Design hmmm_pgrm_loader, sky130hd; sources not shown.
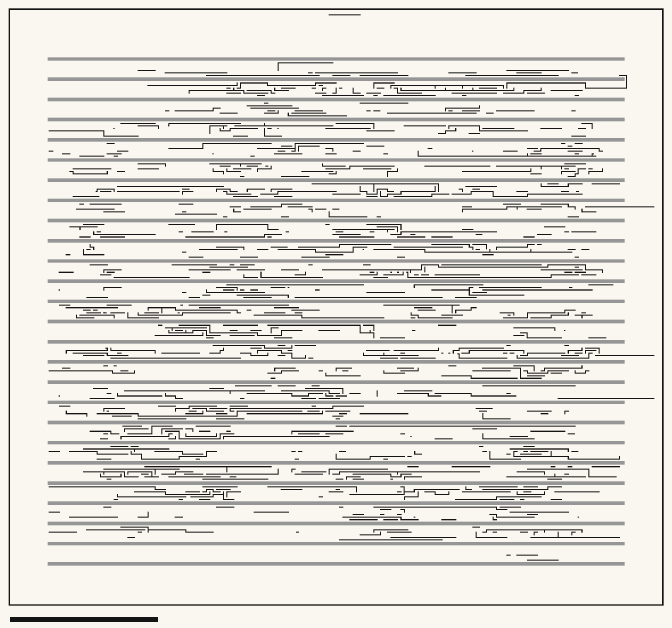
Figure 1: met1 routing.
Scale bar: 20 µm. Supply wires on this layer in gray.
nets with wire on the layer = 321
share of all routed wire = 48%
Via Count: 2287
Global Route met1 Usage: 0.265

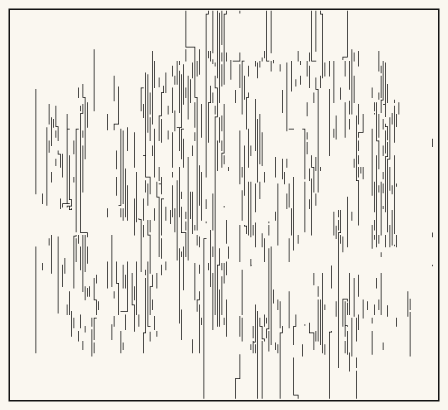
Figure 2: metal 2.
longest straight run = 40.6 µm
main direction = vertical
total wire length after detailed routing: 6.05 mm
fraction of met2 tracks used by global routing: 0.270

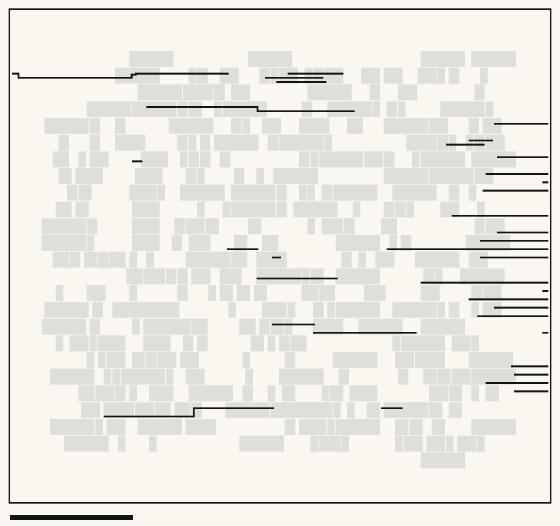
Figure 3: the metal 3 layer.
Scale bar: 20 µm. Cells faint in the background.
main direction = horizontal
nets with wire on the layer = 28
share of all routed wire = 6.1%
longest straight run = 26.0 µm
wire length on this layer = 371 µm
met3 layer usage reported by global route: 0.0630

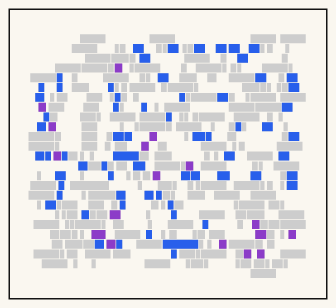
Figure 4: selected gate families.
purple -> AND and OR gates  # cells 17
blue -> inverting AOI/OAI gates  # cells 66
Top cell excl fill/tap: dfxtp_1
fraction of area in multi-input gates: 0.489

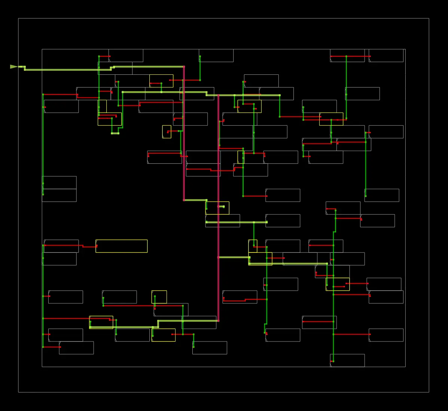
Figure 5: clock routing.
total number of clock tree sinks: 60
layout sequential cell count: 60
Num CTS Buffers: 9
Clock group: 0.000636 W
clkbuf count: 10

==> metrics.log <==
[report] extracting results
[metrics] Antenna Cells: 0
[metrics] Worst Clk Skew: 7.60 ps
[metrics] final standard cell area without fillers: 0.00299 mm²
[metrics] worst hold path type: in -> reg
[metrics] fraction of power spent switching nets: 0.292
[metrics] Largest register FFs: 16
[metrics] cell chosen for the clock root: clkbuf_8
[metrics] Top FF cell, synth: dfxtp_1
[metrics] pre-CTS worst setup slack: 564 ps
[metrics] power drawn by the combinational cells: 0.000316 W
[metrics] first-pass GRT wire length: 10.3 mm
[metrics] longest individual stage delay on the worst path: 570 ps
[metrics] H-tree levels: 3
[metrics] kind of end point of the critical path: flip-flop
[metrics] Mux cell area share: 0.00360
[metrics] transition at the pin with the smallest max-transition slack: 1130 ps
[metrics] achievable frequency: 379 MHz
[metrics] Max-area cell class: logic gates
[metrics] Via-to-Cell Ratio: 5.97
[metrics] Post-layout nets: 350
[metrics] Comb power frac: 0.176
[metrics] yosys simple share: 0.247
[metrics] sequential standard cell area: 0.00120 mm²
[metrics] post-CTS setup buffer count: 0
[metrics] Final Util: 0.565
[metrics] Logic Gate Count: 229
[metrics] layout inverter count without the clock tree: 8
[metrics] die outline width: 87.8 µm
[metrics] dominant kind of combinational cell: simple AND/OR/NAND/NOR gates
[metrics] Adder-Cell Fraction of Synth Area: 0.0450
[metrics] Seq share, synth: 0.432
[metrics] buffer count excluding the clock tree in the final layout: 4
[metrics] status: completed
[metrics] final worst slack: 560 ps
[metrics] leakage component of the power: 1.11 nW
[metrics] RSZ-0062 raised after global routing: no
[metrics] Final Instance Count excl. Fillers: 383
[metrics] net switching power: 0.000526 W
[metrics] area post-placement: 0.00281 mm²
[metrics] crit path cell chain: inv_1 -> ha_1 -> or3b_2 -> nor2_1 -> and3_1 -> buf_4 -> a221oi_1 -> nor3_1
[synth_stat cells, types with 2 or more instances]
cell type	count	area [µm²]
o31ai_1	4	30.0
nand2b_1	3	18.8
nor3_1	23	115
nand4b_1	2	17.5
ha_1	10	125
xor2_1	11	96.3
dfxtp_1	60	1200
o21ai_1	3	15.0
a21boi_0	4	30.0
inv_1	7	26.3
a21oi_1	17	85.1
buf_2	5	25.0
o21ai_0	6	30.0
nor2_1	47	176
nand3_1	13	65.1
o32ai_1	2	17.5
and3_1	5	31.3
nand4_1	8	50.1
and2_1	4	25.0
o21a_1	2	15.0
clkbuf_1	12	45.0
or3_1	4	25.0
nand2_1	18	67.6
a222oi_1	2	20.0
a221oi_1	21	184
No activity file was given, so power comes from the tool's default toggle rates.
